[config.mk]
export PLATFORM = sky130hd
export DESIGN_NAME = exmem_skid_stage
export DESIGN_NICKNAME = d
export VERILOG_FILES = /design/src/rtl/exmem_skid_stage.sv
export SDC_FILE = /design/constraint.sdc
export NUM_CORES = 1
export LEC_CHECK = 0
export ABC_CLOCK_PERIOD_IN_PS = 4950
export CAP_MARGIN = 20
export CORE_MARGIN = 4
export CORE_UTILIZATION = 40
export DETAILED_ROUTE_END_ITERATION = 7
export GPL_TIMING_DRIVEN = 0
export PLACE_DENSITY = 0.76
export SLEW_MARGIN = 20
export SYNTH_ARGS = -nofsm -noshare
export SYNTH_HDL_FRONTEND = slang
export SYNTH_SLANG_ARGS = --single-unit
[constraint.sdc]
create_clock -name clk -period 4.95 [get_ports clk]
set_input_delay 0.495 -clock clk [delete_from_list [all_inputs] [get_ports clk]]
set_output_delay 0.495 -clock clk [all_outputs]
set_load 0.01 [all_outputs]
[src/rtl/exmem_skid_stage.sv]
// EX/MEM pipeline register with a 2-entry skid buffer and synchronous flush.
// Define EXMEM_SKID_PERF_EN to add saturating stall and bubble counters.
module exmem_skid_stage #(
   parameter int DATA_W = 32,
   parameter int WB_W   = 2,
   parameter int MEM_W  = 3,
   parameter int REG_W  = 5
`ifdef EXMEM_SKID_PERF_EN
   ,
   parameter int CNT_W  = 16
`endif
) (
   input  logic              clk,
   input  logic              rst,
   input  logic              flush,
   input  logic              in_valid,
   output logic              in_ready,
   input  logic [WB_W-1:0]   in_wb,
   input  logic [MEM_W-1:0]  in_mem,
   input  logic [DATA_W-1:0] in_brnch_dst,
   input  logic              in_zflag,
   input  logic [DATA_W-1:0] in_alu_out,
   input  logic [DATA_W-1:0] in_rt,
   input  logic [REG_W-1:0]  in_wr_dst,
   output logic              out_valid,
   input  logic              out_ready,
   output logic [WB_W-1:0]   out_wb,
   output logic [MEM_W-1:0]  out_mem,
   output logic [DATA_W-1:0] out_brnch_dst,
   output logic              out_zflag,
   output logic [DATA_W-1:0] out_alu_out,
   output logic [DATA_W-1:0] out_rt,
   output logic [REG_W-1:0]  out_wr_dst
`ifdef EXMEM_SKID_PERF_EN
   ,
   output logic [CNT_W-1:0]  stall_cnt,
   output logic [CNT_W-1:0]  bubble_cnt
`endif
);

   localparam int BW = WB_W + MEM_W + 3 * DATA_W + 1 + REG_W;

   logic [BW-1:0]    w_in_bdl;
   logic [BW-1:0]    r_main;
   logic [BW-1:0]    r_skid;
   logic             r_main_valid;
   logic             r_skid_valid;
   logic             r_in_ready;
   logic             w_accept;
   logic             w_consume;
   logic [WB_W-1:0]  w_wb;
   logic [MEM_W-1:0] w_mem;

   assign w_in_bdl = {in_wb, in_mem, in_brnch_dst, in_zflag,
                      in_alu_out, in_rt, in_wr_dst};

   assign w_accept  = in_valid & r_in_ready;
   assign w_consume = r_main_valid & out_ready;

   always_ff @(posedge clk) begin
      if (rst) begin
         r_main_valid <= 1'b0;
         r_skid_valid <= 1'b0;
         r_in_ready   <= 1'b1;
         r_main       <= '0;
         r_skid       <= '0;
      end else if (flush) begin
         r_main_valid <= 1'b0;
         r_skid_valid <= 1'b0;
         r_in_ready   <= 1'b1;
      end else if (r_skid_valid) begin
         // in_ready is low here, so nothing can be accepted
         if (w_consume) begin
            r_main       <= r_skid;
            r_skid_valid <= 1'b0;
            r_in_ready   <= 1'b1;
         end
      end else if (!r_main_valid || w_consume) begin
         r_main_valid <= w_accept;
         if (w_accept) r_main <= w_in_bdl;
      end else if (w_accept) begin
         r_skid       <= w_in_bdl;
         r_skid_valid <= 1'b1;
         r_in_ready   <= 1'b0;
      end
   end

   assign {w_wb, w_mem, out_brnch_dst, out_zflag,
           out_alu_out, out_rt, out_wr_dst} = r_main;

   // Bubbles must never carry live write-back or memory control
   assign out_wb    = r_main_valid ? w_wb  : '0;
   assign out_mem   = r_main_valid ? w_mem : '0;
   assign out_valid = r_main_valid;
   assign in_ready  = r_in_ready;

`ifdef EXMEM_SKID_PERF_EN
   logic [CNT_W-1:0] r_stall_cnt;
   logic [CNT_W-1:0] r_bubble_cnt;

   always_ff @(posedge clk) begin
      if (rst) begin
         r_stall_cnt  <= '0;
         r_bubble_cnt <= '0;
      end else begin
         if (r_main_valid && !out_ready && !(&r_stall_cnt))
            r_stall_cnt <= r_stall_cnt + 1'b1;
         if (!r_main_valid && !(&r_bubble_cnt))
            r_bubble_cnt <= r_bubble_cnt + 1'b1;
      end
   end

   assign stall_cnt  = r_stall_cnt;
   assign bubble_cnt = r_bubble_cnt;
`endif

endmodule
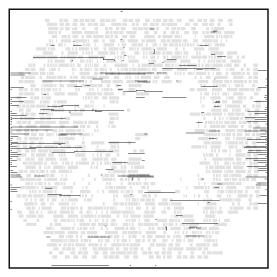
*Metal 3, run 1*
Scale: 1.5 px per um. Cells faint in the background.
longest straight run: 48.5 um
nets with wire on the layer: 148
Via Count: 9041
GR met3 Demand/Resource: 2.78%

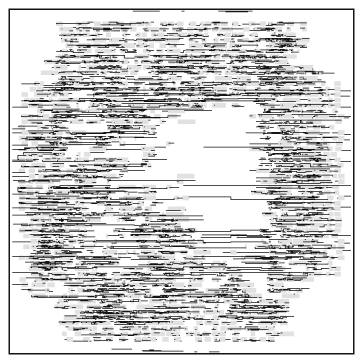
*Met1 routing, run 1*
Scale: 2 px per um. Cells faint in the background.
share of all routed wire: 44%
wire length on this layer: 13000 um
nets with wire on the layer: 1444
main direction: horizontal
M1 GR Usage: 24.8%
routed wire length: 29500 um

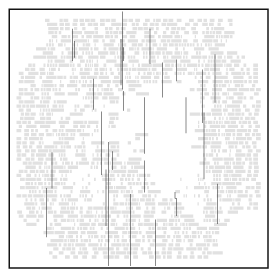
*Met4 routing, run 1*
Scale: 1.5 px per um. Cells faint in the background.
longest straight run: 82.3 um
wire length on this layer: 763 um
share of all routed wire: 2.6%
nets with wire on the layer: 15
main direction: vertical

==> results.tsv, run 1 <==
stage	metric	value	unit
clock_network	setup repair bufs after CTS	0	
outcome	status	finished, final reports clean	
synth	Mapped Avg Cell Area	8.92	um^2
final_layout	Layout area overhead	31.6	%
synth	synth unique cells	27	
placed_design	DP HPWL	20800	um
synth	main logic family after synthesis	multiplexers	
die	fp_density	40.8	%
synth	Post-Syn Area	0.0107	mm^2
global_routing	vias in the first global route	8850	
placed_design	pre-CTS setup slack	2.06	ns
power	maximum vdd ir drop	180	uV
timing	Setup Skew	0.00892	ns
timing	actual slew at the worst max-slew pin	0.829	ns
clock_network	cts repair resizes	0	
timing	final worst slack	2.60	ns
drt	Post-route DRC	0	
global_routing	first-pass GRT wire length	46000	um
final_layout	Filler Cell Count	2426	
timing	Slew Viols, Final	0	
synth	Synth Flop Type	dfxtp_1	
global_routing	largest net degree at the start of global routing	13	
die	Die Size	0.0294	mm^2
placed_design	I/O Buffers	219	
critical_path	startpoint types	input port	
drt	drt pass-1 iters	7	
synth	yosys simple share	15.9	%
synth	Yosys reg bits	217	
clock_network	CTS sink count	217	
clock_network	clk root buf	clkbuf_16	
timing	# setup viols final	0	
synth	Mux area share	21.3	%
critical_path	crit end category	flop	
global_routing	gr usage total	19.0	%
synth	Yosys chip area	0.0107	mm^2
synth	top cells, area	dfxtp_1 (41%), mux2i_1 (10%), mux2_2 (8.1%), buf_4 (7.2%), nor2b_1 (6.3%)	
run	tool warnings	26	
synth	cell taking the most area after synthesis	dfxtp_1	
drt	ANT nets after route	0	
synth	xor+xnor area frac	0	%
critical_path	Worst Path Max Fanout	10	
run	total of max-cap violations	0	
final_layout	Post-layout nets	1555	
timing	unrepaired setup endpoints after global routing	false	
die	Cell Rows	59	
timing	worst slew margin relative to its limit	44.7	%
critical_path	CP Class	input port to flop	
power	Static Leak	0.00530	uW
synth	post-synth top area share	40.6	%
final_layout	Commonest Layout Cell	clkdlybuf4s50_1	
drt	drt first-iter violations	467	
synth	Synth top cell by count	dfxtp_1	
synth	Synth Seq Share	40.6	%
drt	Avg WL per Cell	16.5	um
timing	min Tclk post-route	2.35	ns
final_layout	Final Core Density	53.7	%
clock_network	TritonCTS clock tree	yes	
critical_path	Crit path arrival time	2.74	ns
synth	yosys adder share	0	%
timing	setup tns final	0	ns
synth	Yosys Warn Count	0	
synth	Synthesized Nets	1310	
clock_network	# hold bufs at CTS	0	
synth	Cells after Synth	1198	
die	width of the die	171	um
synth	Post-synth ARST share	0	%
global_routing	total grt overflow	0	
final_layout	most frequent logic cells in the routed design	clkdlybuf4s50_1 (219), dfxtp_1 (217), a21oi_1 (110)	
clock_network	Latency at later pin	0.51	ns
clock_network	CTS H-tree depth	1	
final_layout	layout cells sized above 1	17.8	%
clock_network	number of buffers created by CTS	24	
clock_network	CTS clock-pin slew for the worst setup and hold paths	0.06	ns
synth	ao+oa area frac	10.5	%
clock_network	Clock Tree Buf Depth	3	
synth	EDFF count, synth	0	
power	cell area power density	294	mW/mm^2
timing	fin crit share	47.5	%
critical_path	CP Data Required Time	5.34	ns
synth	top cells by count	dfxtp_1 (217), a21oi_1 (110), nor2_1 (108)	
drt	via/cell ratio	5.04	
placed_design	Final Wtd Congestion	0.788	
-- run 1: sequential cells by signal, summed over array words and instances (netlist names) --
register,count
r_main,107
in_ready,1
r_skid,107
r_skid_valid,1
out_valid,1
-- run 1: worst paths after layout --
check / startpoint / to / slack, ns / cells after the start
max: in_valid / r_main[66] / 2.60 / 6
min: r_skid[3] / r_skid[3] / 0.47 / 2
max reg2reg: r_skid_valid / r_main[66] / 2.64 / 6
min reg2reg: r_skid[3] / r_skid[3] / 0.47 / 2
-- run 1: per-layer routing --
metal | global-route usage (%) | vias up | part of all wire [%]
met5 | 0 | - | 0
met4 | 5.55 | 0 | 2.6
met3 | 2.78 | 58 | 5.1
met2 | 32.7 | 247 | 48
met1 | 24.8 | 4249 | 44
li1 | - | 4487 | -
-- run 1: worst max-delay path, cell delays in order --
cell             delay, ns
clkdlybuf4s50_1       0.48
and3b_1               0.22
o221ai_2              0.66
buf_4                 0.35
buf_6                 0.19
mux2_1                0.34
-- run 1: report_power, final --
part	internal, uW	switching (uW)	leakage (uW)
combinational	320	264	0.00317
clock	1020	708	0.000372
sequential	1800	25.8	0.00176
total	3140	998	0.00530
-- run 1: cell type report --
type / count / area, um^2 / share of cell area, %
plain buffers: 209 / 1240 / 8.82
clock buffers: 37 / 741 / 5.27
clock inverters: 4 / 25.0 / 0.178
inverters: 2 / 7.51 / 0.0534
multi-input cells: 770 / 5100 / 36.2
flip-flops and latches: 217 / 4340 / 30.9
well taps: 335 / 419 / 2.98
repair buffers: 219 / 2190 / 15.6
-- run 1: stage by stage --
stage               hold slack (ns)  cells  power (uW)  cell area (um^2)
global route                  0.491   1793        4300             14100
CTS                           0.474   1793        4190             14100
detailed placement            0.466   1752        2450             13300
floorplan                     0.454   1198        2170             10700
finish                        0.473   1793        4140             14100
global placement              0.460   1752        2440             13300
--- run 2 (diff from run 1) ---
--- a/config.mk
+++ b/config.mk
@@ -5,7 +5,7 @@
 export SDC_FILE = /design/constraint.sdc
 export NUM_CORES = 1
 export LEC_CHECK = 0
-export ABC_CLOCK_PERIOD_IN_PS = 4950
+export ABC_CLOCK_PERIOD_IN_PS = 2300
 export CAP_MARGIN = 20
 export CORE_MARGIN = 4
 export CORE_UTILIZATION = 40
==> constraint.sdc (replaced) <==
create_clock -name clk -period 2.3 [get_ports clk]
set_input_delay 0.23 -clock clk [delete_from_list [all_inputs] [get_ports clk]]
set_output_delay 0.23 -clock clk [all_outputs]
set_load 0.01 [all_outputs]
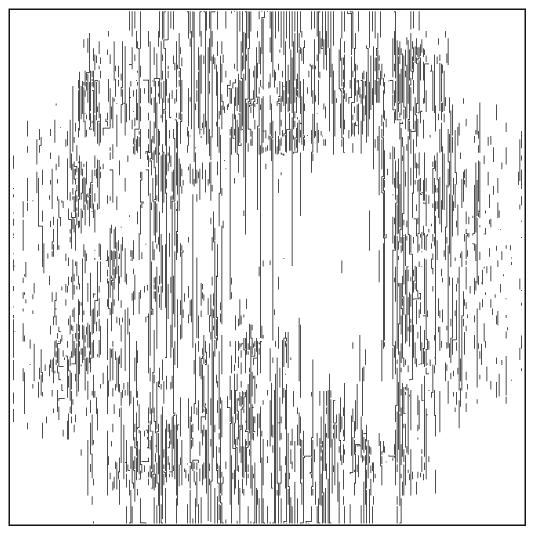
*M2 wires, run 2*
Scale: 3 px per um.
share of all routed wire: 49%
nets with wire on the layer: 1303
wire length on this layer: 14500 um
longest straight run: 67.0 um
main direction: vertical
Via Count: 9028
routed wire length: 29600 um

==> run 2 against run 1 <==
- register-to-register slack got worse by 2.4 ns
- die area did not move
- via count fell by 0.14%
- core utilization barely moved
- global-route usage barely moved
- wire length rose by 0.18%
- sequential power rose by 110%
- worst hold slack got worse by 0.16 ns
- critical endpoint unchanged
==> results.tsv, run 2 <==
stage	metric	value	unit	change
global_routing	M1 GR Usage	24.7	%	-0.13 points
final_layout	Final Core Density	53.7	%	about the same
final_layout	most frequent logic cells in the routed design	clkdlybuf4s50_1 (219), dfxtp_1 (217), a21oi_1 (110)		
critical_path	crit end category	flop		
global_routing	total grt overflow	0		unchanged
die	Die Size	0.0294	mm^2	unchanged
critical_path	Critical-path top delay cell	o221ai_4		
global_routing	largest net degree at the start of global routing	13		unchanged
power	Static Leak	0.00531	uW	+0.10%
power	Clock power frac	41.7	%	about the same
global_routing	GR met3 Demand/Resource	2.87	%	+0.092 points
power	overall power	8910	uW	+120%
drt	Post-route DRC	0		unchanged
clock_network	# hold bufs at CTS	0		unchanged
timing	setup tns final	0	ns	unchanged
timing	Setup Skew	0.0100	ns	+0.00110 ns
global_routing	vias in the first global route	8866		+0.18%
drt	drt first-iter violations	465		-0.43%
synth	EDFF count, synth	0		unchanged
final_layout	Filler Cell Count	2422		-0.16%
final_layout	fin cells	1793		unchanged
timing	Min Hold Slack	0.312	ns	-0.160 ns
power	cell area power density	633	mW/mm^2	+110%
timing	worst slew margin relative to its limit	52.7	%	+8.0 points
run	tool warnings	26		unchanged
timing	Slew Viols, Final	0		unchanged
synth	Post-Syn Area	0.0107	mm^2	unchanged
final_layout	Layout area overhead	31.7	%	about the same
drt	Avg WL per Cell	16.5	um	+0.18%
critical_path	reg2reg setup slack	0.20	ns	-2.44 ns
critical_path	R2R Path End	r_main[66]		
timing	unrepaired setup endpoints after global routing	false		
synth	Synth Seq Share	40.6	%	unchanged
drt	via/cell ratio	5.04		-0.14%
synth	Yosys Warn Count	0		unchanged
timing	min Tclk post-route	2.10	ns	
clock_network	CTS H-tree depth	1		unchanged
critical_path	Reg2Reg Launch Point	r_skid_valid		
synth	Cells after Synth	1198		unchanged
placed_design	DP HPWL	20800	um	unchanged
power	sw frac	24.1	%	-0.036 points
clock_network	CTS sink count	217		unchanged
clock_network	Clock Tree Buf Depth	3		unchanged
timing	# setup viols final	0		unchanged
outcome	status	finished, final reports clean		
synth	top cells, area	dfxtp_1 (41%), mux2i_1 (10%), mux2_2 (8.1%), buf_4 (7.2%), nor2b_1 (6.3%)		
drt	top layer in use	met4		
clock_network	CTS clock-pin slew for the worst setup and hold paths	0.06	ns	about the same
synth	Synth top cell by count	dfxtp_1		
clock_network	setup repair bufs after CTS	0		unchanged
clock_network	Latency at later pin	0.51	ns	about the same
clock_network	TritonCTS clock tree	yes		
drt	met2 WL	14500	um	+1.4%
power	sequential power share	44.1	%	about the same
drt	length of routed wiring on met1	13000	um	about the same
critical_path	crit-path max cell delay	0.46	ns	-0.20 ns
placed_design	pre-CTS setup slack	-0.329	ns	-2.38 ns
critical_path	CP Data Required Time	2.69	ns	-2.65 ns
placed_design	cell area after placement	0.0133	mm^2	unchanged
power	Comb pwr share	14.1	%	about the same
synth	cell taking the most area after synthesis	dfxtp_1		
critical_path	Worst Path Max Fanout	10		unchanged
synth	synth unique cells	27		unchanged
drt	ANT nets after route	0		unchanged
die	width of the die	171	um	unchanged
placed_design	placed insts	1752		unchanged
synth	Post-synth ARST share	0	%	unchanged
die	fp_density	40.8	%	unchanged
critical_path	FF-to-FF path depth	6		unchanged
final_layout	Commonest Layout Cell	clkdlybuf4s50_1		
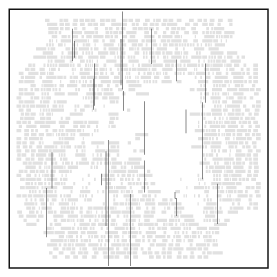
*Met4 routing, run 2*
Scale: 1.5 px per um. Cells faint in the background.
main direction: vertical
nets with wire on the layer: 12
wire length on this layer: 650 um
longest straight run: 83.6 um

-- run 2: logic make-up (layout without fill, tap and decap cells) --
group           after synthesis  in the layout  synth area share, %
flops                       217            217                 40.6
simple gates                335            335                 15.9
mux                         214            214                 21.3
compound gates              221            221                 10.5
buf+inv                     211            471                 11.7
-- run 2: repair_timing --
action                                  4_1_cts  5_1_grt
gates resized                                 1        2
endpoints found under the setup margin       30       58
pin swaps                                     0        0
-- run 2: critical path, delay by kind of cell (launching register included) --
kind / cells / cell delay, ns
AOI/OAI and AO/OA: 1 / 0.46
buffers and inverters: 3 / 0.65
DFF: 1 / 0.31
muxes: 1 / 0.34
and+or+nand+nor: 1 / 0.22
-- run 2: final cells by class --
type / count / area (um^2) / share of cell area (%)
Sequential cell: 217 / 4340 / 30.9
Timing Repair Buffer: 219 / 2190 / 15.6
Buffer: 209 / 1240 / 8.82
Tap cell: 335 / 419 / 2.98
Clock buffer: 37 / 741 / 5.26
Clock inverter: 4 / 25.0 / 0.178
Multi-Input combinational cell: 770 / 5110 / 36.3
Inverter: 2 / 7.51 / 0.0533
-- run 2: worst min-delay path by stage --
stage	start	endpoint	slack, ns	cells after the start
floorplan	flush	out_valid	0.31	1
CTS	in_rt[4]	r_skid[9]	0.28	3
detailed placement	r_skid[102]	r_skid[102]	0.47	2
global placement	r_skid[52]	r_skid[52]	0.46	2
finish	in_brnch_dst[10]	r_skid[80]	0.31	3
global route	in_brnch_dst[4]	r_skid[74]	0.31	3
-- run 2: power groups by stage --
stage	clock [uW]	sequential (uW)	combinational, uW
finish	3720	3930	1260
global route	3940	3950	1360
CTS	3820	3930	1270
detailed placement	0	4010	1260
global placement	0	4010	1240
floorplan	0	4000	676
--- run 3 (diff from run 2) ---
--- a/config.mk
+++ b/config.mk
@@ -12,6 +12,8 @@
 export DETAILED_ROUTE_END_ITERATION = 7
 export GPL_TIMING_DRIVEN = 0
 export PLACE_DENSITY = 0.76
+export SETUP_SLACK_MARGIN = 0.2
+export SKIP_CTS_REPAIR_TIMING = 1
 export SLEW_MARGIN = 20
 export SYNTH_ARGS = -nofsm -noshare
 export SYNTH_HDL_FRONTEND = slang
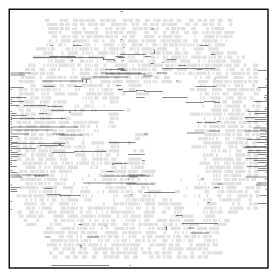
*Metal 3, run 3*
Scale: 1.5 px per um. Cells faint in the background.
main direction: horizontal
share of all routed wire: 5.3%
wire length on this layer: 1570 um
longest straight run: 48.5 um
nets with wire on the layer: 151
Via Count: 9111
routed wire length: 29600 um

==> run 3 against run 2 <==
- clock-buffer cell count did not move
- non-clock buffer count rose by 5
- first-iteration DRC count rose by 8.4%
- maximum frequency rose by 5.0%
- critical endpoint is now out_mem[2]
- highest routed layer unchanged
==> results.tsv, run 3 <==
stage	metric	value	unit	change
placed_design	DP HPWL	20800	um	unchanged
synth	EDFF count, synth	0		unchanged
synth	xor+xnor area frac	0	%	unchanged
drt	Avg WL per Cell	16.5	um	-0.22%
global_routing	largest net degree at the start of global routing	13		unchanged
global_routing	M1 GR Usage	24.8	%	+0.13 points
timing	# setup viols final	0		unchanged
timing	Min Hold Slack	0.313	ns	+0.000251 ns
timing	unrepaired setup endpoints after global routing	false		
placed_design	pre-CTS setup slack	-0.329	ns	unchanged
synth	Post-synth ARST share	0	%	unchanged
final_layout	most frequent logic cells in the routed design	clkdlybuf4s50_1 (218), dfxtp_1 (217), a21oi_1 (110)		
clock_network	Clock Tree Buf Depth	3		unchanged
clock_network	TritonCTS clock tree	yes		
die	Die Size	0.0294	mm^2	unchanged
final_layout	Commonest Layout Cell	clkdlybuf4s50_1		
drt	drt first-iter violations	504		+8.4%
synth	yosys adder share	0	%	unchanged
synth	Synth top cell by count	dfxtp_1		
timing	worst slew margin relative to its limit	64.9	%	+12 points
critical_path	crit end category	output port		
synth	top cells, area	dfxtp_1 (41%), mux2i_1 (10%), mux2_2 (8.1%), buf_4 (7.2%), nor2b_1 (6.3%)		
synth	main logic family after synthesis	multiplexers		
critical_path	crit-path max cell delay	0.53	ns	+0.07 ns
global_routing	GR met3 Demand/Resource	2.78	%	-0.092 points
drt	Post-route DRC	0		unchanged
clock_network	CTS sink count	217		unchanged
clock_network	Latency at later pin	0.51	ns	about the same
power	cell area power density	632	mW/mm^2	-0.21%
critical_path	Critical-path top delay cell	clkdlybuf4s50_1		
outcome	status	finished, final reports clean		
final_layout	Layout area overhead	32.1	%	
timing	min Tclk post-route	2.00	ns	-0.0993 ns
critical_path	CP Data Required Time	2.07	ns	-0.62 ns
run	tool warnings	26		unchanged
timing	Setup Skew	0.00945	ns	-0.000566 ns
synth	top cells by count	dfxtp_1 (217), a21oi_1 (110), nor2_1 (108)		
synth	Synth Seq Share	40.6	%	unchanged
clock_network	CTS H-tree depth	1		unchanged
synth	Yosys Warn Count	0		unchanged
synth	synth unique cells	27		unchanged
timing	setup tns final	0	ns	unchanged
synth	yosys simple share	15.9	%	unchanged
final_layout	Filler Cell Count	2423		+0.041%
die	width of the die	171	um	unchanged
timing	Slew Viols, Final	0		unchanged
power	Static Leak	0.00535	uW	+0.75%
synth	Mux area share	21.3	%	unchanged
drt	ANT nets after route	0		unchanged
die	fp_density	40.8	%	unchanged
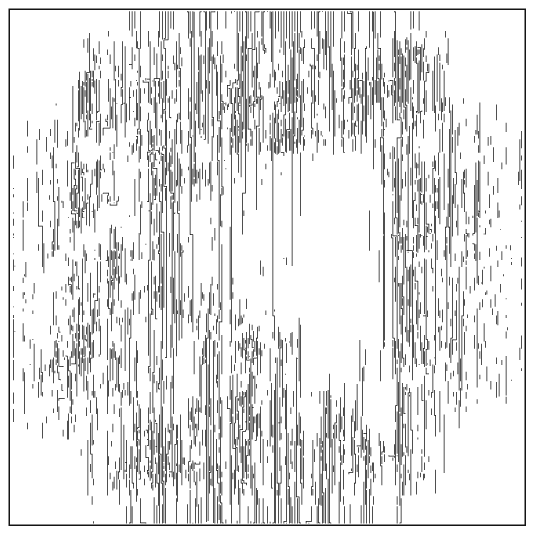
*M2 wires, run 3*
Scale: 3 px per um.
met2 Usage GRT: 32.7%

[run 3: cell type report]
class                           instances  area, um^2  area share, %
Buffer                                209        1250           8.82
Tap cell                              335         419           2.97
Timing Repair Buffer                  224        2230           15.8
Inverter                                2        7.51         0.0532
Sequential cell                       217        4340           30.8
Clock buffer                           37         741           5.24
Clock inverter                          4        25.0          0.177
Multi-Input combinational cell        770        5110           36.2
[run 3: final timing paths]
path / from / endpoint / slack (ns) / cells after the start
max: out_valid / out_mem[2] / 0.30 / 3
min: in_brnch_dst[10] / r_skid[80] / 0.31 / 3
max reg2reg: out_valid / r_skid[90] / 0.39 / 7
min reg2reg: r_skid[3] / r_skid[3] / 0.47 / 2
[run 3: report_power, final]
| part | switching (uW) | leakage [uW] | internal [uW] |
|---|---|---|---|
| logic | 570 | 0.00321 | 695 |
| registers | 55.6 | 0.00176 | 3880 |
| clock network | 1520 | 0.000372 | 2200 |
[run 3: layer usage]
| metal | part of all wire [%] | vias up |
|---|---|---|
| li1 | - | 4496 |
| met1 | 44 | 4302 |
| met2 | 49 | 261 |
| met3 | 5.3 | 52 |
| met4 | 2.4 | 0 |
| met5 | 0 | - |
[run 3: metrics by stage]
step | power [uW] | util [%] | instances | area, um^2
2_1_floorplan | 4670 | - | 1198 | 10700
3_3_place_gp | 5260 | 50.8 | 1752 | 13300
3_5_place_dp | 5270 | 50.8 | 1752 | 13300
4_1_cts | 9020 | 53.7 | 1793 | 14100
5_1_grt | 9250 | 53.9 | 1798 | 14100
6_report | 8920 | 53.9 | 1798 | 14100
[run 3: worst max-delay path, delay by kind of cell (launching register included)]
family                 cells  cell delay (ns)
DFF                        1             0.38
and+or+nand+nor            1             0.14
buffers and inverters      2             0.74
Power figures rest on the tool's default switching activity, not on a simulated workload.
